$ cat config.mk
export PLATFORM = sky130hd
export DESIGN_NAME = ram_stream_reader
export DESIGN_NICKNAME = d
export VERILOG_FILES = /design/src/rtl/tpu_mem_pkg.sv /design/src/rtl/row_fifo.sv /design/src/rtl/ram_stream_reader.sv
export SDC_FILE = /design/constraint.sdc
export NUM_CORES = 1
export LEC_CHECK = 0
export CAP_MARGIN = 40
export CORE_AREA = 2 2 608 610
export DETAILED_ROUTE_END_ITERATION = 16
export DIE_AREA = 0 0 610 612
export GPL_ROUTABILITY_DRIVEN = 0
export PLACE_DENSITY_LB_ADDON = 0.12
export SYNTH_ARGS = -nofsm -noshare
export SYNTH_HDL_FRONTEND = slang
export SYNTH_SLANG_ARGS = --single-unit
$ cat constraint.sdc
create_clock -name clk -period 30.9 [get_ports clk]
set_clock_uncertainty 0.15 [all_clocks]
set_input_delay 3.09 -clock clk [delete_from_list [all_inputs] [get_ports clk]]
set_output_delay 3.09 -clock clk [all_outputs]
set_load 0.005 [all_outputs]
$ cat src/rtl/tpu_mem_pkg.sv
// Shared definitions for the RAM row stream reader: FSM state type and row FIFO depth.
package tpu_mem_pkg;

  localparam int unsigned FifoDepth = 4;

  typedef enum logic [1:0] {
    StIdle,
    StRead,
    StDrain
  } rd_state_e;

endpackage

$ cat src/rtl/row_fifo.sv
// Synchronous FIFO with registered occupancy count; head is visible combinationally.
module row_fifo #(
  parameter int unsigned WIDTH = 8,
  parameter int unsigned DEPTH = 4
) (
  input  logic                       clk,
  input  logic                       rst,
  input  logic                       push,
  input  logic                       pop,
  input  logic [WIDTH-1:0]           wdata,
  output logic [WIDTH-1:0]           rdata,
  output logic [$clog2(DEPTH+1)-1:0] count,
  output logic                       empty
);

  localparam int unsigned PtrW = $clog2(DEPTH);
  localparam int unsigned CntW = $clog2(DEPTH+1);

  logic [WIDTH-1:0] mem_q [DEPTH];
  logic [PtrW-1:0]  wr_ptr_q, rd_ptr_q;
  logic [CntW-1:0]  count_q;
  logic             do_pop;

  function automatic logic [PtrW-1:0] ptr_next(input logic [PtrW-1:0] p);
    return (p == PtrW'(DEPTH - 1)) ? '0 : p + PtrW'(1);
  endfunction

  assign empty  = (count_q == '0);
  assign do_pop = pop && !empty;
  assign rdata  = mem_q[rd_ptr_q];
  assign count  = count_q;

  // Storage carries no reset; only pointers and count define validity.
  always_ff @(posedge clk) begin
    if (push) begin
      mem_q[wr_ptr_q] <= wdata;
    end
  end

  always_ff @(posedge clk) begin
    if (rst) begin
      wr_ptr_q <= '0;
      rd_ptr_q <= '0;
      count_q  <= '0;
    end else begin
      if (push) begin
        wr_ptr_q <= ptr_next(wr_ptr_q);
      end
      if (do_pop) begin
        rd_ptr_q <= ptr_next(rd_ptr_q);
      end
      count_q <= count_q + CntW'(push) - CntW'(do_pop);
    end
  end

endmodule

$ cat src/rtl/ram_stream_reader.sv
// Streams a run of RAM rows out through a ready/valid port, throttled by a small row FIFO
// so that backpressure never loses data returning from the registered-read RAM.
module ram_stream_reader
  import tpu_mem_pkg::*;
#(
  parameter int unsigned BIT_WIDTH     = 32,
  parameter int unsigned RAM_WIDTH     = 16,
  parameter int unsigned RAM_ADDR_BITS = 10
) (
  input  logic                           clk,
  input  logic                           rst,
  input  logic                           cmd_valid_in,
  output logic                           cmd_ready_out,
  input  logic [RAM_ADDR_BITS-1:0]       cmd_addr_in,
  input  logic [RAM_ADDR_BITS:0]         cmd_len_in,
  output logic                           ram_we_out,
  output logic [RAM_ADDR_BITS-1:0]       ram_addr_out,
  output logic [RAM_WIDTH*BIT_WIDTH-1:0] ram_wdata_out,
  input  logic [RAM_WIDTH*BIT_WIDTH-1:0] ram_rdata_in,
  output logic                           data_valid_out,
  input  logic                           data_ready_in,
  output logic [RAM_WIDTH*BIT_WIDTH-1:0] data_out,
  output logic                           data_last_out,
  output logic                           done_out
);

  localparam int unsigned RowW = RAM_WIDTH * BIT_WIDTH;
  localparam int unsigned LenW = RAM_ADDR_BITS + 1;
  localparam int unsigned CntW = $clog2(FifoDepth + 1);

  rd_state_e              state_q, state_d;
  logic [RAM_ADDR_BITS-1:0] addr_q, addr_d;
  logic [LenW-1:0]        rem_q, rem_d;
  logic                   inflight_q, inflight_last_q;
  logic                   done_q, done_d;
  logic                   issue;
  logic                   fifo_pop, fifo_empty;
  logic [CntW-1:0]        fifo_count;
  logic [RowW:0]          fifo_head;

  // Top bit of each FIFO entry tags the final row of the command.
  row_fifo #(
    .WIDTH(RowW + 1),
    .DEPTH(FifoDepth)
  ) u_row_fifo (
    .clk  (clk),
    .rst  (rst),
    .push (inflight_q),
    .pop  (fifo_pop),
    .wdata({inflight_last_q, ram_rdata_in}),
    .rdata(fifo_head),
    .count(fifo_count),
    .empty(fifo_empty)
  );

  assign cmd_ready_out  = (state_q == StIdle);
  assign ram_we_out     = 1'b0;
  assign ram_wdata_out  = '0;
  assign ram_addr_out   = addr_q;
  assign data_valid_out = !fifo_empty;
  assign data_out       = fifo_head[RowW-1:0];
  assign data_last_out  = data_valid_out && fifo_head[RowW];
  assign done_out       = done_q;
  assign fifo_pop       = data_valid_out && data_ready_in;

  always_comb begin
    state_d = state_q;
    addr_d  = addr_q;
    rem_d   = rem_q;
    done_d  = 1'b0;
    issue   = 1'b0;
    case (state_q)
      StIdle: begin
        if (cmd_valid_in) begin
          if (cmd_len_in != '0) begin
            addr_d  = cmd_addr_in;
            rem_d   = cmd_len_in;
            state_d = StRead;
          end else begin
            done_d = 1'b1;
          end
        end
      end
      StRead: begin
        // Credit check uses registered occupancy only; a same-cycle pop earns nothing.
        if ((32'(fifo_count) + 32'(inflight_q)) < FifoDepth) begin
          issue  = 1'b1;
          addr_d = addr_q + RAM_ADDR_BITS'(1);
          rem_d  = rem_q - LenW'(1);
          if (rem_q == LenW'(1)) begin
            state_d = StDrain;
          end
        end
      end
      StDrain: begin
        if (fifo_pop && fifo_head[RowW]) begin
          state_d = StIdle;
          done_d  = 1'b1;
        end
      end
      default: state_d = StIdle;
    endcase
  end

  always_ff @(posedge clk) begin
    if (rst) begin
      state_q         <= StIdle;
      addr_q          <= '0;
      rem_q           <= '0;
      inflight_q      <= 1'b0;
      inflight_last_q <= 1'b0;
      done_q          <= 1'b0;
    end else begin
      state_q         <= state_d;
      addr_q          <= addr_d;
      rem_q           <= rem_d;
      inflight_q      <= issue;
      inflight_last_q <= issue && (rem_q == LenW'(1));
      done_q          <= done_d;
    end
  end

endmodule
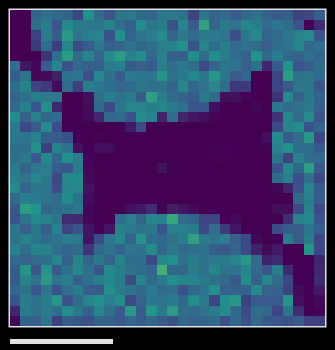
Fig. 1. Placement density heat map (run 1).
Bar = 200 um. 30 x 31 tiles, from dark purple (low) to yellow (high), 0 to 100% covered.
emptiest ninth of the die = centre
fullest tile = 63%
nearly empty tiles = 23%
core area: 367000 um2
final core occ: 28.0%

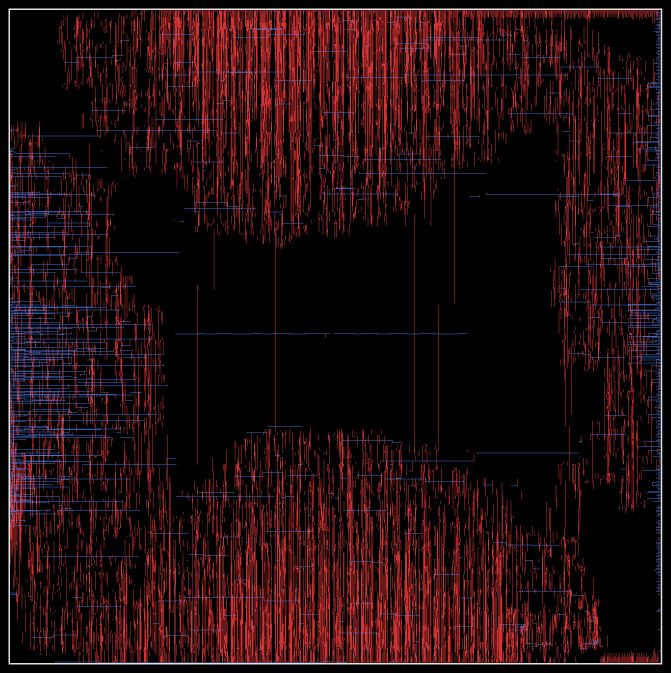
Fig. 2. Metal layers overlaid (run 1).
Only two layers are drawn.
metal 3 -> blue  # wire length 15700 um
metal 2 -> red  # wire length 131 mm
WL final: 240000 um
wire per inst: 24.5 um
Vias: 37464
global-route usage over all layers: 12.4%

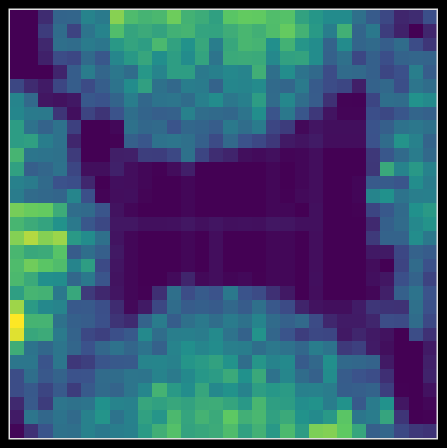
Fig. 3. Wire density map (run 1).
30 x 31 tiles, from dark purple (low) to yellow (high), scaled to the fullest tile. Values are wire area over tile area, all layers added.
emptiest ninth of the die = centre
mean over tiles = 0.10
fullest tile = 0.36
nearly empty tiles = 18%
tiles over half the peak = 18%

==> results.cfg, run 1 <==
; implementation run metrics
[setup_path]
r2r_cells = 6
critical-path-top-delay-family = buffers and inverters
cp-end-kind = output pin
r2r-start = inflight_q
worstPathRequired_ps = 27660
r2r_slack_ps = 26350
critPathMaxFanout = 33
crit_path_top_delay_cell = dfxtp_4
critPathArrivalTime_ps = 5470
start_kind = register
critical_path_class = reg -> out
cpPeakStageDelay_ps = 800
r2r-end = u_row_fifo.mem_q[1][497]

[logic_synthesis]
synth_top_area_share_pct = 77.5
top_cell = edfxtp_1
yosysCellCount = 3452
synth.cells.most_frequent = 2052 x edfxtp_1, 515 x buf_4, 513 x mux4_2
synthSimpleGateAreaFrac_pct = 0.673
top_area_cell = edfxtp_1
ys_ff = 2087
avgSynthCellArea_um2 = 23.0
yosys-stat-area_um2 = 79500
async_flop_share_pct = 0
yosysWarnings = 0
synthesis.area_um2 = 79500

[global_route]
grt_pass1_vias = 38450
use_met1_pct = 13.4
grt_max_degree = 121
antenna_found_initial = 140
grt-ovfl-total = 0

[placed_design]
dpl.hpwl_um = 164000
dpl_worst_slack_ps = 22730
numPortBuffers = 1062
placed_cell_area_um2 = 95000

[cells_and_area]
inv_count = 9
comb_area_um2 = 14700
final_common_cell = edfxtp_1
clkbuf_count = 293
clock_area_share_pct = 7.45
diodes = 28
seq_cells = 2087
bufAreaShareNonClock_pct = 11.6
buffers = 1160
register_area_um2 = 62300
sh_comb_area_pct = 14.3

[min_path]
whs_endpoint = rem_q[9]
hold_depth = 2
min_path_type = reg -> reg
hp-start = rem_q[9]

[floorplan]
io_pins = 1576
fp_util_pct = 21.7
die_area_um2 = 373000
fp.dieW_um = 610
nWellTaps = 4837
rows = 223

[final_timing]
post-route-min-period_ps = 8710
tightest_slew_ps = 1260
fin_crit_sh_pct = 28.2
hold_violations = 0
fmax_mhz = 115
finalWorstSetupSlack_ps = 22190
setup_viol = 0
setup-tns-final_ps = 0

[pwr]
p_per_area_nw_per_um2 = 72.9
leakagePower_uw = 0.0322

[drt]
top_layer_used = met5
route.met3.wl_um = 15700
drcViolationCount = 0
wirelength_met1_um = 85800
via_per_inst = 3.83
ant_nets = 0
drtPass1Iterations = 5

[clock_tree]
cts_tree = built
htree_levels = 4
clk_pin_slew_worst_paths_ps = 60
root_buffer = clkbuf_16

[run]
cap_violations = 0
tool_warnings = 47

[outcome]
status = completed
## run 1: power breakdown
group	switching, uW	leakage, uW	internal (uW)	total [uW]
Combinational	691	0.00961	785	1480
Clock	1180	0.00374	1590	2770
Sequential	35.2	0.0188	3210	3240
Total	1900	0.0322	5590	7490
## run 1: flip-flops by register name, indices dropped and copies added (netlist names), named ones only
signal	count
done_out	1
inflight_last_q	1
inflight_q	1
ram_addr_out	10
rem_q	11
state_q	2
u_row_fifo.count	3
u_row_fifo.mem_q	2052
u_row_fifo.rd_ptr_q	2
u_row_fifo.wr_ptr_q	2
## run 1: kinds of logic (layout without fill, tap and decap cells)
kind of cell,Yosys count,after routing
fa+ha+maj,11,11
simple gates,110,110
compound gates,74,74
other cells,1,541
xor+xnor,2,2
flops,2087,2087
buf+inv,653,1618
mux,514,514
==> inputs of run 2 (changes only) <==
==> constraint.sdc (replaced) <==
create_clock -name clk -period 7.1 [get_ports clk]
set_clock_uncertainty 0.15 [all_clocks]
set_input_delay 0.71 -clock clk [delete_from_list [all_inputs] [get_ports clk]]
set_output_delay 0.71 -clock clk [all_outputs]
set_load 0.005 [all_outputs]
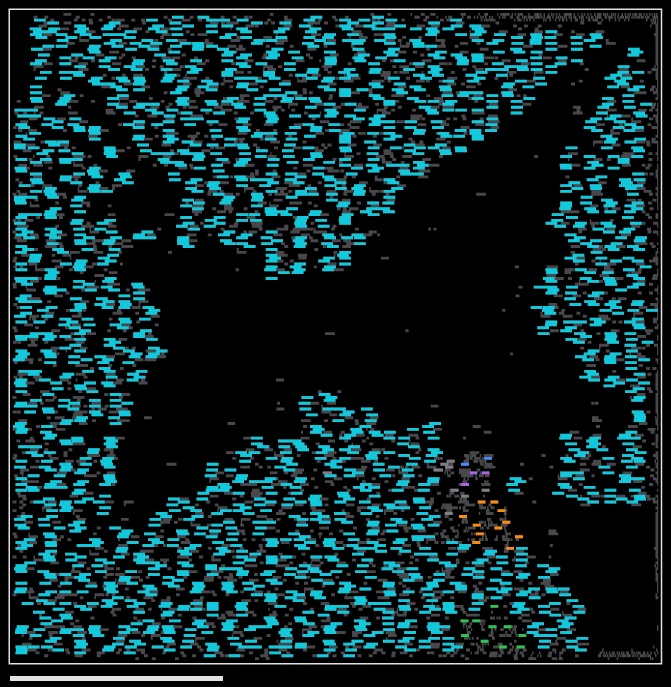
Fig. 4. Where the registers sit (run 2).
Bar = 200 um. Other sequential cells in the stronger grey, the rest of the logic in the fainter grey.
u_row_fifo.count -> purple  # placed flops 3
ram_addr_out -> green  # placed flops 10, where lower right
u_row_fifo.mem_q -> cyan  # placed flops 2052, where spread over the die
u_row_fifo.wr_ptr_q -> blue  # placed flops 2
rem_q -> orange  # placed flops 11, where lower right
not coloured = 9
Flop+latch power: 14100 uW
Flop area: 62300 um2
fraction of area in registers: 60.4%
final core occ: 28.1%

==> run 2 against run 1 <==
  * Routed wire length up 1.8%
  * Count of clock-buffer cells in the layout up 36
  * Register-to-register slack worse by 22000 ps
  * Synthesized area unchanged
  * Non-clock buffer count down 30
  * Critical path depth down 5
  * Clock power rose to 4.7 times the previous value
  * Via count up 0.27%
  * Hold slack worse by 20 ps
  * First-iteration DRC count up 0.31%
  * Sequential power rose to 4.4 times the previous value
  * Critical path type unchanged
  * Highest routed layer unchanged
==> results.cfg, run 2 <==
; implementation run metrics
[clock_tree]
htree_levels = 5
clk_pin_slew_worst_paths_ps = 60
cts_tree = built
ctsResizeCount = 0

[min_path]
min_path_type = in -> reg
hp-start = cmd_addr_in[1]

[final_timing]
fmax_mhz = 217
finalWorstSetupSlack_ps = 2500
setup-tns-final_ps = 0
setup_viol = 0
fin_crit_sh_pct = 64.8
tightest_slew_ps = 1200
post-route-min-period_ps = 4600
slew_headroom_pct = 20.2
rsz0062_at_grt = false
hold_violations = 0

[pwr]
clockPowerShare_pct = 39.0
powerComb_uw = 6400
p_per_area_nw_per_um2 = 326
p_seq_share_pct = 42.0
leakagePower_uw = 0.0323
sw_frac_of_total_pct = 25.1
p_comb_share_pct = 19.0
p_int_uw = 25200
netSwitchingPower_uw = 8460

[logic_synthesis]
ys_ff = 2087
avgSynthCellArea_um2 = 23.0
synth_top_area_share_pct = 77.5
top_cell = edfxtp_1
synth.cells.most_frequent = 2052 x edfxtp_1, 515 x buf_4, 513 x mux4_2
yosysCellCount = 3452
synthSimpleGateAreaFrac_pct = 0.673
postSynthSeqShare_pct = 78.4
top_area_cell = edfxtp_1
synth_cell_types = 48
async_flop_share_pct = 0
synthesis.area_um2 = 79500
yosys-stat-area_um2 = 79500
yosysWarnings = 0
ys_sh_mux_pct = 14.5

[floorplan]
die_area_um2 = 373000
nWellTaps = 4837
core_area_um2 = 367000
fp_util_pct = 21.7
fp.dieW_um = 610
rows = 223
io_pins = 1576

[global_route]
grt_pass1_vias = 38551
track_usage_pct = 12.6
antenna_found_initial = 146
grt_max_degree = 116
grt-ovfl-total = 0

[cells_and_area]
bufAreaShareNonClock_pct = 11.2
final_common_cell = edfxtp_1
largest_class = registers
sh_comb_area_pct = 14.2
diodes = 23
inv_count = 9
area_growth_pct = 29.7
clock_area_share_pct = 8.16
buffers = 1130
regMostFlops = u_row_fifo.mem_q
comb_cells = 1224
comb_area_um2 = 14700
clkbuf_count = 329
largest_register_ffs = 2052

[setup_path]
critical_path_class = reg -> out
critPathArrivalTime_ps = 3740
crit_path_top_delay_cell = dfxtp_4
start_kind = register
cp-end-kind = output pin
worstPathRequired_ps = 6240
critical-path-top-delay-family = buffers and inverters
critPathMaxFanout = 115
r2r-start = inflight_q

[placed_design]
dpl_worst_slack_ps = 3210
dpl.hpwl_um = 163000
numPortBuffers = 1062

[drt]
drt_wl_total_um = 245000
ant_nets = 0
wl_per_cell_um = 25.0
via_per_inst = 3.84
drcViolationCount = 0
drtPass1Iterations = 5
via_count = 37564

[run]
cap_violations = 0
tool_warnings = 50

[outcome]
status = completed
## run 2: cell counts after synthesis
No cell type changed its count.
## run 2: stage by stage
stage	util, %	power [uW]	std cells	hold WS (ps)
after floorplan	-	17300	3964	288
after global placement	25.7	21000	9281	325
after detailed placement	25.8	21100	9287	319
after CTS	28.1	34500	9747	190
after global routing	28.1	35100	9758	244
final	28.1	33700	9770	311
## run 2: layer usage
| layer | global-route usage [%] | routed length, um |
|---|---|---|
| met2 | 23.5 | 132000 |
| met1 | 13.4 | 86800 |
| met4 | 5.04 | 10200 |
| met5 | 0 | 323 |
| met3 | 3.48 | 15100 |
## run 2: final timing paths
check / endpoint / slack, ps / cells past startpoint
min: ram_addr_out[1] / 310 / 3
max: data_out[415] / 2500 / 3
min reg2reg: register / 330 / 2
max reg2reg: u_row_fifo.mem_q[0][114] / 4010 / 3
No activity file was given, so power comes from the tool's default toggle rates.
